==> src/rtl/player_action_fsm.sv <==
// Per-player action FSM: buttons and hit events -> action state and sprite frame, stepped once per frame_tick.
// Optional attack input buffer enabled by defining PLAYER_INPUT_BUFFER_EN.
module player_action_fsm #(
    parameter int STATE_DEPTH        = 3,
    parameter int SPRITE_INDEX_DEPTH = 4,
    parameter int INPUT_DEPTH        = 5,
    parameter int KICK_FRAMES        = 6,
    parameter int GRAB_FRAMES        = 5,
    parameter int F_WALK_FRAMES      = 4,
    parameter int B_WALK_FRAMES      = 4,
    parameter int END_FRAMES         = 8,
    parameter int BUFFER_FRAMES      = 3
) (
    input  logic                          sys_clk,
    input  logic                          reset,
    input  logic                          frame_tick,
    input  logic [INPUT_DEPTH-1:0]        player_buttons,
    input  logic                          player_attack_connected,
    input  logic                          opponent_attack_connected,
    output logic [STATE_DEPTH-1:0]        player_state,
    output logic [SPRITE_INDEX_DEPTH-1:0] sprite_index,
    output logic                          actionable,
    output logic                          state_valid
);
    localparam int W = SPRITE_INDEX_DEPTH;
    localparam int K_BUTTON  = 0;
    localparam int B_BUTTON  = 1;
    localparam int G_BUTTON  = 2;
    localparam int WB_BUTTON = 3;
    localparam int WF_BUTTON = 4;

    localparam logic [W-1:0] KICK_LAST = W'(KICK_FRAMES - 1);
    localparam logic [W-1:0] GRAB_LAST = W'(GRAB_FRAMES - 1);
    localparam logic [W-1:0] FWLK_LAST = W'(F_WALK_FRAMES - 1);
    localparam logic [W-1:0] BWLK_LAST = W'(B_WALK_FRAMES - 1);
    localparam logic [W-1:0] END_LAST  = W'(END_FRAMES - 1);

    if (KICK_FRAMES < 1 || KICK_FRAMES > 2**W || GRAB_FRAMES < 1 || GRAB_FRAMES > 2**W ||
        F_WALK_FRAMES < 1 || F_WALK_FRAMES > 2**W || B_WALK_FRAMES < 1 || B_WALK_FRAMES > 2**W ||
        END_FRAMES < 1 || END_FRAMES > 2**W) begin : g_bad_frames
        $error("player_action_fsm: frame count parameter out of range");
    end
    if (BUFFER_FRAMES < 1 || BUFFER_FRAMES > 15) begin : g_bad_buffer
        $error("player_action_fsm: BUFFER_FRAMES out of range");
    end

    typedef enum logic [2:0] {
        NOTHING       = 3'd0,
        WALK_FORWARD  = 3'd1,
        WALK_BACKWARD = 3'd2,
        BLOCK         = 3'd3,
        KICK          = 3'd4,
        GRAB          = 3'd5,
        WIN           = 3'd6,
        LOSE          = 3'd7
    } action_e;

    action_e        state_q, state_d;
    logic [W-1:0]   idx_q, idx_d;
    logic           act_q, act_d;
    logic           valid_q, valid_d;
    logic           win_pend_q, win_pend_d;
    logic           lose_pend_q, lose_pend_d;
    logic           win_now, lose_now;
    action_e        choice;

    function automatic logic is_actionable(input action_e s, input logic [W-1:0] idx);
        case (s)
            KICK:     is_actionable = (idx == KICK_LAST);
            GRAB:     is_actionable = (idx == GRAB_LAST);
            WIN,LOSE: is_actionable = 1'b0;
            default:  is_actionable = 1'b1;
        endcase
    endfunction

    function automatic action_e pick_button(input logic [INPUT_DEPTH-1:0] b);
        if (b[K_BUTTON])       pick_button = KICK;
        else if (b[B_BUTTON])  pick_button = BLOCK;
        else if (b[G_BUTTON])  pick_button = GRAB;
        else if (b[WB_BUTTON]) pick_button = WALK_BACKWARD;
        else if (b[WF_BUTTON]) pick_button = WALK_FORWARD;
        else                   pick_button = NOTHING;
    endfunction

    assign win_now  = win_pend_q  | player_attack_connected;
    assign lose_now = lose_pend_q | opponent_attack_connected;

`ifdef PLAYER_INPUT_BUFFER_EN
    logic       buf_valid_q, buf_valid_d;
    logic       buf_kick_q, buf_kick_d;
    logic [3:0] buf_age_q, buf_age_d;
    logic [1:0] atk_prev_q, atk_prev_d;   // {K, G} as seen at the previous tick
    logic       rise_k, rise_g;

    assign rise_k = player_buttons[K_BUTTON] & ~atk_prev_q[1];
    assign rise_g = player_buttons[G_BUTTON] & ~atk_prev_q[0];

    always_comb begin
        buf_valid_d = buf_valid_q;
        buf_kick_d  = buf_kick_q;
        buf_age_d   = buf_age_q;
        atk_prev_d  = atk_prev_q;
        choice      = pick_button(player_buttons);
        if (act_q && buf_valid_q) begin
            choice = buf_kick_q ? KICK : GRAB;
        end
        if (frame_tick) begin
            atk_prev_d = {player_buttons[K_BUTTON], player_buttons[G_BUTTON]};
            if (act_q) begin
                buf_valid_d = 1'b0;
            end else if (rise_k || rise_g) begin
                buf_valid_d = 1'b1;
                buf_kick_d  = rise_k;
                buf_age_d   = 4'd0;
            end else if (buf_valid_q) begin
                buf_age_d = buf_age_q + 4'd1;
                if (buf_age_q + 4'd1 == 4'(BUFFER_FRAMES)) buf_valid_d = 1'b0;
            end
        end
    end

    always_ff @(posedge sys_clk) begin
        if (reset) begin
            buf_valid_q <= 1'b0;
            buf_kick_q  <= 1'b0;
            buf_age_q   <= 4'd0;
            atk_prev_q  <= 2'b00;
        end else begin
            buf_valid_q <= buf_valid_d;
            buf_kick_q  <= buf_kick_d;
            buf_age_q   <= buf_age_d;
            atk_prev_q  <= atk_prev_d;
        end
    end
`else
    always_comb begin
        choice = pick_button(player_buttons);
    end
`endif

    always_comb begin
        state_d     = state_q;
        idx_d       = idx_q;
        act_d       = act_q;
        valid_d     = 1'b0;
        win_pend_d  = win_pend_q  | player_attack_connected;
        lose_pend_d = lose_pend_q | opponent_attack_connected;
        if (frame_tick) begin
            valid_d     = 1'b1;
            win_pend_d  = 1'b0;
            lose_pend_d = 1'b0;
            if (state_q == WIN || state_q == LOSE) begin
                idx_d = (idx_q == END_LAST) ? idx_q : idx_q + 1'b1;
            end else if (win_now) begin
                state_d = WIN;
                idx_d   = '0;
            end else if (lose_now) begin
                state_d = LOSE;
                idx_d   = '0;
            end else if (act_q) begin
                // Only continuing walks keep counting; everything else (incl. re-kick) restarts at 0.
                state_d = choice;
                idx_d   = '0;
                if (choice == state_q && choice == WALK_FORWARD)
                    idx_d = (idx_q == FWLK_LAST) ? '0 : idx_q + 1'b1;
                else if (choice == state_q && choice == WALK_BACKWARD)
                    idx_d = (idx_q == BWLK_LAST) ? '0 : idx_q + 1'b1;
            end else begin
                idx_d = idx_q + 1'b1;
            end
            act_d = is_actionable(state_d, idx_d);
        end
    end

    always_ff @(posedge sys_clk) begin
        if (reset) begin
            state_q     <= NOTHING;
            idx_q       <= '0;
            act_q       <= 1'b1;
            valid_q     <= 1'b0;
            win_pend_q  <= 1'b0;
            lose_pend_q <= 1'b0;
        end else begin
            state_q     <= state_d;
            idx_q       <= idx_d;
            act_q       <= act_d;
            valid_q     <= valid_d;
            win_pend_q  <= win_pend_d;
            lose_pend_q <= lose_pend_d;
        end
    end

    assign player_state = STATE_DEPTH'(state_q);
    assign sprite_index = idx_q;
    assign actionable   = act_q;
    assign state_valid  = valid_q;
endmodule

==> config.mk <==
export PLATFORM = sky130hd
export DESIGN_NAME = player_action_fsm
export DESIGN_NICKNAME = d
export VERILOG_FILES = /design/src/rtl/player_action_fsm.sv
export SDC_FILE = /design/constraint.sdc
export NUM_CORES = 1
export LEC_CHECK = 0
export ABC_CLOCK_PERIOD_IN_PS = 2100
export CAP_MARGIN = 20
export CORE_MARGIN = 10
export CORE_UTILIZATION = 47
export CTS_CLUSTER_SIZE = 24
export DETAILED_ROUTE_END_ITERATION = 8
export GPL_TIMING_DRIVEN = 1
export PLACE_DENSITY = 0.82
export SKIP_CTS_REPAIR_TIMING = 1
export SLEW_MARGIN = 10
export SYNTH_ARGS = -nofsm -noshare
export SYNTH_HDL_FRONTEND = slang
export SYNTH_SLANG_ARGS = --single-unit
==> constraint.sdc <==
create_clock -name sys_clk -period 2.1 [get_ports sys_clk]
set_input_delay 0.315 -clock sys_clk [delete_from_list [all_inputs] [get_ports sys_clk]]
set_output_delay 0.315 -clock sys_clk [all_outputs]
set_load 0.005 [all_outputs]
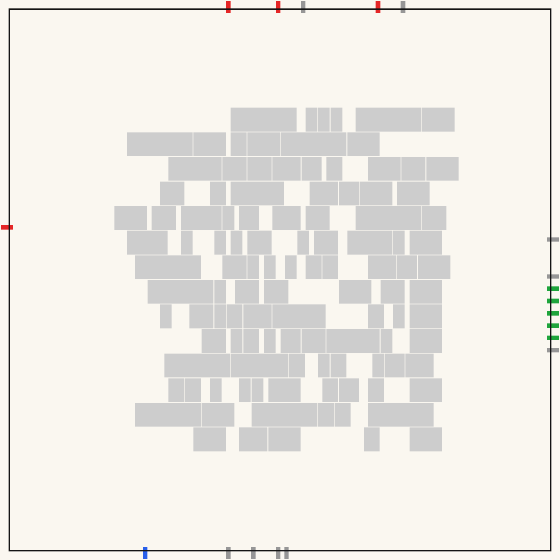
Figure 1: run 1, pin placement.
Pins as bars across the die edge, other pins in grey.
[blue] `sys_clk` | pins: 1 | direction: input | edge: bottom
[green] `player_buttons` | pins: 5 | direction: input | edge: right
[red] `sprite_index` | pins: 4 | direction: output | edge: 3 top, 1 left
all pins by edge: 8 right, 5 bottom, 5 top, 1 left

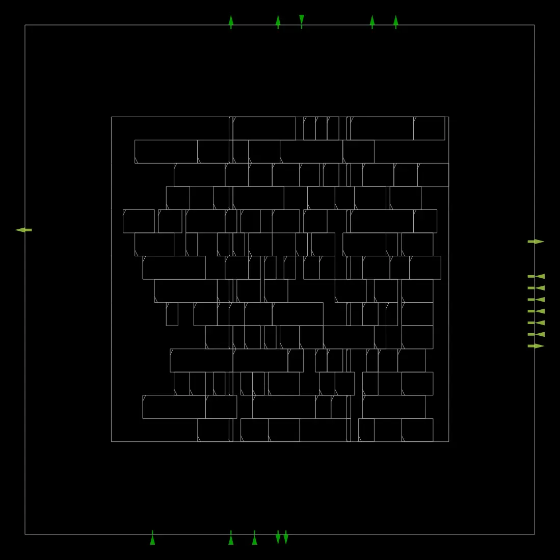
Figure 2: run 1, placed standard cells.
Flops: 11
Seq/total area: 22.65%
Non-Filler Instances: 127

==> impl_metrics.ini, run 1 <==
; generated from flow reports
[setup_path]
r2r_setup_slack_ns = 0.34
rr_worst_depth = 5
critPathBufInv = 2
endpoint_kind = register
critPathTopFamily = AND-OR/OR-AND gates
crit_type = primary input to register
path_cells = clkdlybuf4s50_1 -> inv_1 -> a21o_1 -> o41ai_2 -> a21boi_1 -> o41ai_2
crit_arrival_ns = 1.98
slowest_delay_ns = 0.53
cp_data_required_time_ns = 2.29
worst-path-stages = 6
critPathLaunchType = primary input

[clock_network]
htreeDepth = 1
clockRootBuffer = clkbuf_4
cts_tree = built
numClockSinks = 11
cts_buffers = 3
clk_pin_slew_worst_paths_ns = 0.07
cts.path.max_buffers = 2

[yosys]
ys_area_um2 = 742.0
syn_inst = 90
yosysTopAreaCellShare_pct = 29.68
yosysTopAreaCell = dfxtp_1
ys.warnings.count = 0
fp_nets = 101
synth_area_per_cell_um2 = 8.244
ys_cells = 90
yosysUniqueCellTypes = 38
synth.area.top_cells = dfxtp_1 (30%), o41ai_2 (6.6%), nand2_1 (5.6%)
yosysSeqAreaShare_pct = 29.68
postSynth.asyncResetShare_pct = 0
ys_ff = 11

[placement]
io_buffers = 18
hpwl_um = 1548
gp_congestion = 0.7818

[grt]
globalRouteOverflowTotal = 0
grt_usage_pct = 12.03
grt_max_degree = 15
antenna_found_initial = 0
grt_pass1_vias = 769
grt_pass1_wl_um = 3429

[timing]
clock.fmax_mhz = 559.4
finalClockPeriodUsage_pct = 85.13
timing.final.hold_violations = 0
drv_slew = 0
fin_crit_ns = 1.788
rsz0062_at_grt = false
worstMarginPinSlew_ns = 0.4781
hold-worst-slack_ns = 0.5381
setup_viol = 0

[final_layout]
antenna_cells = 0
area_growth_pct = 31.03
final_layout_top_logic_cell = clkdlybuf4s50_1
nFillCells = 135
fin_nets = 123
layout-drive-gt1-share_pct = 14.41
final_cell_mix = clkdlybuf4s50_1 (18), nand2_1 (11), dfxtp_1 (11)

[route]
wirelength_um = 2108
dr.pass1.iters = 5
drc = 0
routed-wl-met2_um = 1024
viasPerCell = 6.102
via_count = 775
highest_layer = met4
ant_nets = 0
wl_met3_um = 131

[worst_hold_path]
whs_path_depth = 2

[floorplan]
ios = 19
initial_core_util_pct = 49.25
die_h_um = 59.73
coreArea_mm2 = 0.001506
core.rowCount = 14
dieWidth_um = 59.73
dieArea_mm2 = 0.003568

[run_status]
status = completed

[power]
power_leakage_nw = 0.3713
power_density_mw_per_mm2 = 525.9

[run]
warnings = 26
drv_cap = 0
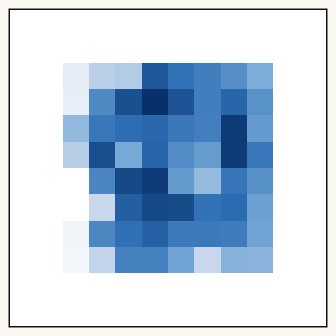
Figure 3: run 1, cell density map.
12 x 12 tiles, from white (low) to dark blue (high), 0 to 100% covered.
nearly empty tiles: 57%
fullest tile: 100%
mean over tiles: 27%
densest ninth of the die: middle
tiles over 75% full: 13%

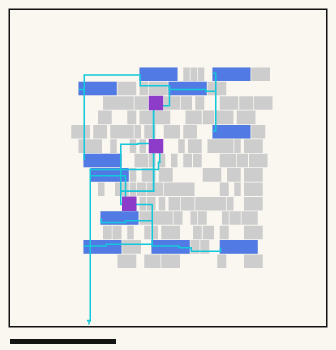
Figure 4: run 1, clock network drawn from the DEF.
The bar under the picture is 20 um long.
[blue] flip-flops | count: 11
[purple] clock-net drivers | count: 3
[cyan] clock wires | length: 218 um
routed clock nets: 4
Clk power: 0.000156 W
Clk Latency, worst-skew pair: 0.28 ns
clk_skew: 0.002902 ns

[run 1: worst reg2reg max path: stages, from the launching register on]
cell and delay [ns]:
dfxtp_1 0.36, ha_1 0.25, nor3b_1 0.16, o41ai_2 0.52, a21boi_1 0.16, o41ai_2 0.22
[run 1: path summary, 6_finish.rpt]
check                                     from                           end
setup / recovery             player_buttons[1]  sprite_index[2]$_SDFFE_PP0P_
hold / removal    sprite_index[1]$_SDFFE_PP0P_  sprite_index[1]$_SDFFE_PP0P_
hold reg to reg   sprite_index[1]$_SDFFE_PP0P_  sprite_index[1]$_SDFFE_PP0P_
setup reg to reg  sprite_index[0]$_SDFFE_PP0P_  sprite_index[2]$_SDFFE_PP0P_
[run 1: power by group]
group / switching [W] / internal, W
combinational: 0.0000596 / 0.0000621
clock: 0.0000820 / 0.0000739
sequential: 0.0000153 / 0.000218
[run 1: synthesized netlist by cell type, drive strengths merged (2+ instances only)]
| cell | instances |
|---|---|
| o21ai | 3 |
| o41ai | 3 |
| nand3b | 4 |
| nand3 | 3 |
| nand2 | 11 |
| o31ai | 2 |
| dfxtp | 11 |
| clkbuf | 3 |
| o21ba | 2 |
| inv | 2 |
| nor3 | 6 |
| nand2b | 2 |
| nor2b | 2 |
| nor2 | 10 |
| a21oi | 9 |
[run 1: metal layers]
layer	vias to the layer above	global-route usage [%]
li1	382	-
met1	360	12.59
met2	27	21.76
met3	6	2.119
met4	0	6.731
met5	-	0
[run 1: cells by family (layout without fill, tap and decap cells)]
kind of cell | after synthesis | count (layout) | share of synthesized area [%]
xor+xnor | 1 | 1 | 1.181
compound gates | 29 | 29 | 33.39
flops | 11 | 11 | 29.68
fa+ha+maj | 1 | 1 | 1.686
simple gates | 43 | 43 | 31.54
buf+inv | 5 | 26 | 2.528
[run 1: sequential cells by signal, indices dropped and copies added (netlist names)]
register and cells:
actionable 1, lose_pend_q 1, player_state 3, sprite_index 4
state_valid 1, win_pend_q 1
[run 1: through the flow]
step / std cells / cell area, um2 / utilization, % / power (W) / setup slack [ns]
3_5_place_dp: 123 / 945.9 / 62.79 / 0.0003595 / 0.04806
4_1_cts: 127 / 972.2 / 64.53 / 0.0005072 / 0.3125
5_1_grt: 127 / 972.2 / 64.53 / 0.0005316 / 0.1667
3_3_place_gp: 123 / 945.9 / 62.79 / 0.0003556 / 0.09775
2_1_floorplan: 90 / 742.0 / - / 0.0003043 / 0.5291
6_report: 127 / 972.2 / 64.53 / 0.0005113 / 0.3123
[run 1: layout make-up]
cell class / count / area (um2) / share of cell area [%]
well taps: 16 / 20.02 / 2.059
repair buffers: 20 / 195.2 / 20.08
flip-flops and latches: 11 / 220.2 / 22.65
multi-input cells: 74 / 503.0 / 51.74
clock buffers: 4 / 26.28 / 2.703
inverters: 2 / 7.507 / 0.7722
Figure 5. Signal wires on met3 (run 1).
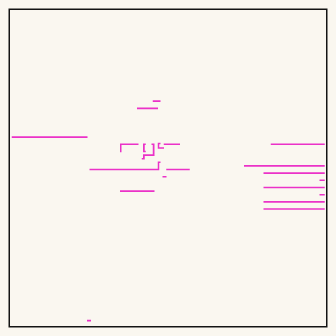

--- run 2 (diff from run 1) ---
- CELL_PAD_IN_SITES_DETAIL_PLACEMENT: unset -> 0
- CELL_PAD_IN_SITES_GLOBAL_PLACEMENT: unset -> 1
- CORE_UTILIZATION: 47 -> 34
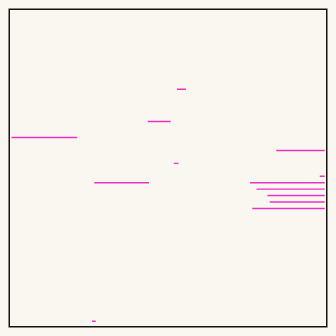
Figure 6: run 2, signal wires on met3.
nets with wire on the layer: 11
share of all routed wire: 5.4%
main direction: horizontal
longest straight run: 15.5 um
vias: 749
drt total wl: 2054 um

==> run 2 against run 1 <==
  * Global-route usage shrank 2.1 points
  * Clock power shrank 6%
  * Worst setup slack gained 0.058 ns
  * First-iteration DRC count grew to 8.2 times the previous value
  * Non-clock buffer count grew 1
  * Maximum frequency grew 3.4%
  * Sequential power is essentially flat
  * Synthesized cell count is the same
  * Sequential share of layout area shrank 0.48 points
  * Cell count grew 9.4%
  * Register-to-register slack gained 0.08 ns
==> impl_metrics.ini, run 2 <==
; generated from flow reports
[final_layout]
layoutNonFillerInstCount = 139
final_layout_top_logic_cell = clkdlybuf4s50_1
comb_area_um2 = 503.0
largest_register_ff_count = 4
area_growth_pct = 33.90
flop_area_um2 = 220.2
antenna_cells = 0
layout-drive-gt1-share_pct = 15.18

[setup_path]
rr_worst_depth = 6
r2r_setup_slack_ns = 0.42
cp_data_required_time_ns = 2.29
crit_type = primary input to register
endpoint_kind = register
crit_arrival_ns = 1.92
r2r_start = sprite_index[0]$_SDFFE_PP0P_

[grt]
grt_usage_pct = 9.939

[clock_network]
clock_latency_ns = 0.27
clockRootBuffer = clkbuf_4

[power]
power_leakage_nw = 0.3761

[run]
drv_cap = 0

[yosys]
ys_sh_aoi_pct = 33.39
xor_share_pct = 1.180
fp_nets = 101
ys_cells = 90
mux_share_pct = 0
yosysTopAreaCell = dfxtp_1
syn_inst = 90
synth_area_per_cell_um2 = 8.244
yosysTopAreaCellShare_pct = 29.68
synth.area.top_cells = dfxtp_1 (30%), o41ai_2 (6.6%), nand2_1 (5.6%)
postSynth.asyncResetShare_pct = 0

[timing]
timing.final.hold_violations = 0
fin_crit_ns = 1.729
finalClockPeriodUsage_pct = 82.35
worstMarginPinSlew_ns = 0.3627
setup_viol = 0
drv_slew = 0

[route]
viasPerCell = 5.388
dr.pass1.iters = 4
ant_nets = 0
drc = 0

[floorplan]
initial_core_util_pct = 36.70
ios = 19
coreArea_mm2 = 0.002022
die_h_um = 66.72

[placement]
gp_congestion = 0.8620
dp.cells = 135
hpwl_um = 1564

[worst_hold_path]
hp-start = sprite_index[1]$_SDFFE_PP0P_

[run_status]
status = completed
==> run 2: cell families (layout without fill, tap and decap cells) <==
family / count (synthesis) / in the layout
flip-flops: 11 / 11
buffers and inverters: 5 / 27
AND-OR/OR-AND: 29 / 29
XOR/XNOR: 1 / 1
adder cells (fa/ha/maj): 1 / 1
AND/OR/NAND/NOR: 43 / 43
==> run 2: power by group <==
part	leakage, nW	internal (W)	switching (W)
Combinational	0.271	0.0000647	0.0000596
Sequential	0.0904	0.000218	0.0000152
Clock	0.0150	0.0000735	0.0000734
==> run 2: worst max-delay path by stage <==
stage                                         to  cells after the start
finish              sprite_index[1]$_SDFFE_PP0P_                      6
detailed placement  sprite_index[1]$_SDFFE_PP0P_                      6
global route             actionable$_SDFFE_PP1P_                      6
global placement    sprite_index[1]$_SDFFE_PP0P_                      6
floorplan           sprite_index[1]$_SDFFE_PP0P_                      5
CTS                                   actionable                      1
==> run 2: cell type report <==
type / count / area share [%]
clock buffers: 4 / 2.645
inverters: 2 / 0.7557
well taps: 27 / 3.401
repair buffers: 21 / 20.40
flip-flops and latches: 11 / 22.17
multi-input cells: 74 / 50.63
==> run 2: critical path, cell delays in order <==
cell             delay [ns]
clkdlybuf4s50_1        0.45
nor2b_1                0.16
or4b_4                 0.49
a21oi_4                0.18
a21oi_2                0.11
o31ai_2                0.21
==> run 2: metrics by stage <==
step	cell area, um2	hold slack, ns	power, W	setup WS [ns]	util (%)
after floorplan	742.0	0.3932	0.0003043	0.5291	-
after global placement	967.2	0.5221	0.0003619	0.1424	47.83
after detailed placement	967.2	0.5378	0.0003633	0.1067	47.83
after CTS	993.5	0.5519	0.0005135	0.3667	49.13
after global routing	993.5	0.5779	0.0005389	0.2596	49.13
final	993.5	0.5472	0.0005046	0.3707	49.13
==> run 2: metal layers <==
metal | up-vias | GRT usage [%] | share of wire (%)
li1 | 378 | - | -
met1 | 352 | 12.31 | 47
met2 | 15 | 15.05 | 46
met3 | 4 | 2.174 | 5.4
met4 | 0 | 6.283 | 2.1
met5 | - | 0 | 0
Figure 7. Pin placement (run 2).
Pins as bars across the die edge, other pins in grey.
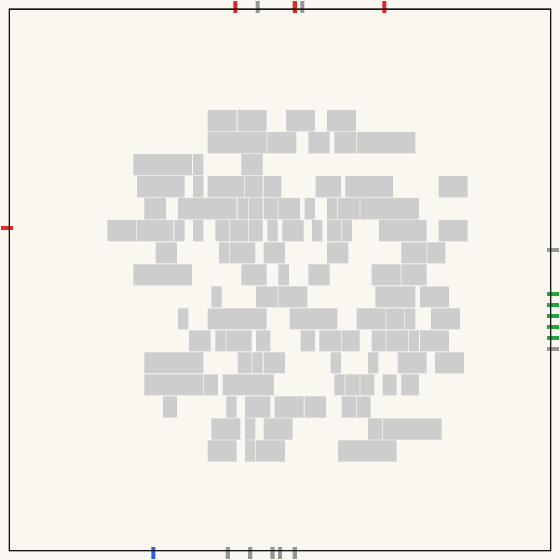

--- run 3 (diff from run 2) ---
- ABC_CLOCK_PERIOD_IN_PS: 2100 -> 1600
- clock period: 2.1 -> 1.6 ns (I/O delays scaled with it)
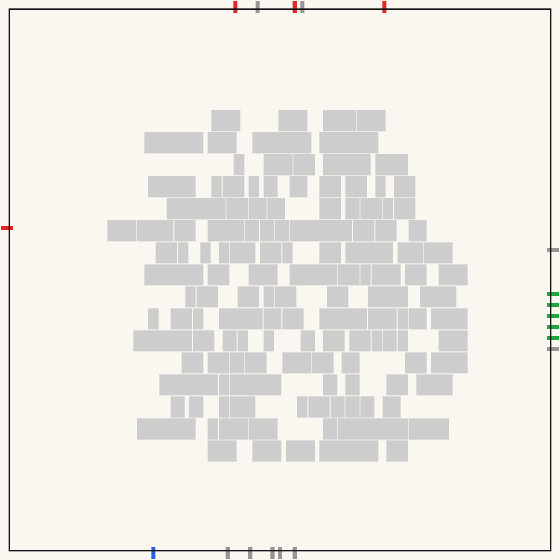
Figure 8: run 3, pin placement.
Pins as bars across the die edge, other pins in grey.
[blue] `sys_clk` | pins: 1 | direction: input | edge: bottom
[red] `sprite_index` | pins: 4 | direction: output | edge: 3 top, 1 left
[green] `player_buttons` | pins: 5 | direction: input | edge: right
Die Wd: 66.72 um
Die H: 66.72 um

==> run 3 against run 2 <==
  * The flow now finishes with violations (setup timing)
  * Flip-flop count did not move
  * Critical path type is now register to register
  * Clock skew rose by 0.0024 ns
  * Register-to-register slack got worse by 0.42 ns
  * Clock-buffer cell count did not move
  * Routed wire length rose by 7.2%
  * Largest cell class unchanged
==> impl_metrics.ini, run 3 <==
; generated from flow reports
[floorplan]
initial_core_util_pct = 36.70
ios = 19
coreArea_mm2 = 0.002022

[setup_path]
slowest_delay_ns = 0.55
crit_path_top_delay_cell = or4b_4
path_cells = or4b_4 -> a21oi_4 -> a21oi_4 -> o41ai_2
endpoint_kind = register
crit_arrival_ns = 1.78
rr_worst_depth = 4
crit_type = register to register
worst_path_most_repeated_cell = a21oi_4
r2r_setup_slack_ns = -0.0009
reg2reg_to = sprite_index[0]$_SDFFE_PP0P_
cp_data_required_time_ns = 1.78
path_max_fanout = 4

[run_status]
violations = setup timing
status = finished with violations

[yosys]
syn_inst = 90
postSynth.asyncResetShare_pct = 0
ys.warnings.count = 0
fp_nets = 101
ys_cells = 90
synth.area.top_cells = dfxtp_1 (30%), o41ai_2 (6.6%), nand2_1 (5.6%)
yosysTopAreaCell = dfxtp_1
synth_area_per_cell_um2 = 8.244
yosysTopAreaCellShare_pct = 29.68

[grt]
busiest_layer = met2
use_met2_pct = 16.82
grt_use_met3_pct = 2.676
grt_usage_pct = 10.11
grt_use_met1_pct = 11.38

[power]
power.switching_w = 0.0002067
combPwrFrac_pct = 31.6
clkPwrFrac_pct = 26.5
seqPwrFrac_pct = 41.9
power_leakage_nw = 0.5221
p_int_w = 0.0005106
swShare_pct = 28.82

[route]
via_count = 856
wirelength_um = 2201
drc = 0
dr.pass1.iters = 4
ant_nets = 0

[final_layout]
layout-drive-gt1-share_pct = 31.82
largest_register_ff_count = 4
final_layout_top_logic_cell = buf_4
antenna_cells = 0
final_util_pct = 58.79
area_growth_pct = 60.20

[timing]
worstMarginPinSlew_ns = 0.3301
fin_crit_ns = 1.601
final.setup.worst_slack_ns = -0.0008872
setup_viol = 1
timing.final.hold_violations = 0
relSlewSlack_pct = 77.94
finalClockPeriodUsage_pct = 100.1
drv_slew = 0

[run]
drv_cap = 0

[clock_network]
clock_latency_ns = 0.27
clockRootBuffer = clkbuf_4
htreeDepth = 1

[worst_hold_path]
whs_path_depth = 2
hp-start = sprite_index[0]$_SDFFE_PP0P_

[placement]
gp_congestion = 0.7828
hpwl_um = 1623
## run 3: cell counts after synthesis
No cell type changed its count.
## run 3: cell families (layout without fill, tap and decap cells)
logic type	count (synthesis)	in the layout	synth area share (%)
xor+xnor	1	1	1.181
simple gates	43	43	31.54
fa+ha+maj	1	1	1.686
buf+inv	5	47	2.528
compound gates	29	29	33.39
flops	11	11	29.68
## run 3: power groups by stage
stage | Combinational, W | Clock (W) | Sequential, W
2_1_floorplan | 0.0000943 | 0 | 0.000305
3_3_place_gp | 0.000201 | 0 | 0.000305
3_5_place_dp | 0.000202 | 0 | 0.000306
4_1_cts | 0.000204 | 0.000199 | 0.000299
5_1_grt | 0.000247 | 0.000213 | 0.000303
6_report | 0.000227 | 0.000190 | 0.000301
## run 3: final cells by class
cell class / count / area (um2) / share of cell area [%]
Multi-Input combinational cell: 74 / 529.3 / 44.53
Timing Repair Buffer: 41 / 366.6 / 30.84
Sequential cell: 11 / 225.2 / 18.95
Tap cell: 27 / 33.78 / 2.842
Clock buffer: 4 / 26.28 / 2.211
Inverter: 2 / 7.507 / 0.6316
## run 3: routing by layer
metal  routed length, um  part of all wire (%)
met2                1101                    50
met3                 157                   7.1
met4                  39                   1.8
met5                   0                     0
met1                 903                    41
## run 3: metrics by stage
| stage | power, W | cell area, um2 | hold WS [ns] | instances | worst slack (ns) |
|---|---|---|---|---|---|
| after global placement | 0.0005064 | 1087 | 0.5626 | 151 | -0.2820 |
| after CTS | 0.0007013 | 1114 | 0.5877 | 155 | -0.03862 |
| after floorplan | 0.0003994 | 742.0 | 0.3182 | 90 | 0.02906 |
| final | 0.0007173 | 1189 | 0.5668 | 159 | -0.0008872 |
| after global routing | 0.0007626 | 1189 | 0.6109 | 159 | -0.07715 |
| after detailed placement | 0.0005082 | 1087 | 0.5753 | 151 | -0.2969 |
## run 3: worst max path at each step
stage,cells past startpoint,slack (ns),endpoint,startpoint
after CTS,1,-0.04,actionable,actionable$_SDFFE_PP1P_
after detailed placement,6,-0.30,sprite_index[1]$_SDFFE_PP0P_,player_buttons[3]
after global placement,6,-0.28,sprite_index[1]$_SDFFE_PP0P_,player_buttons[3]
final,4,-0.0009,sprite_index[0]$_SDFFE_PP0P_,player_state[1]$_SDFFE_PP0P_
after floorplan,5,0.03,sprite_index[1]$_SDFFE_PP0P_,sprite_index[0]$_SDFFE_PP0P_
after global routing,4,-0.08,sprite_index[0]$_SDFFE_PP0P_,player_state[1]$_SDFFE_PP0P_
## run 3: critical path: cells and delay by family (launching register included)
kind / cells / cell delay [ns]
compound gates: 3 / 0.62
simple gates: 1 / 0.55
flops: 1 / 0.35
Power is estimated from default activity; no workload was simulated.
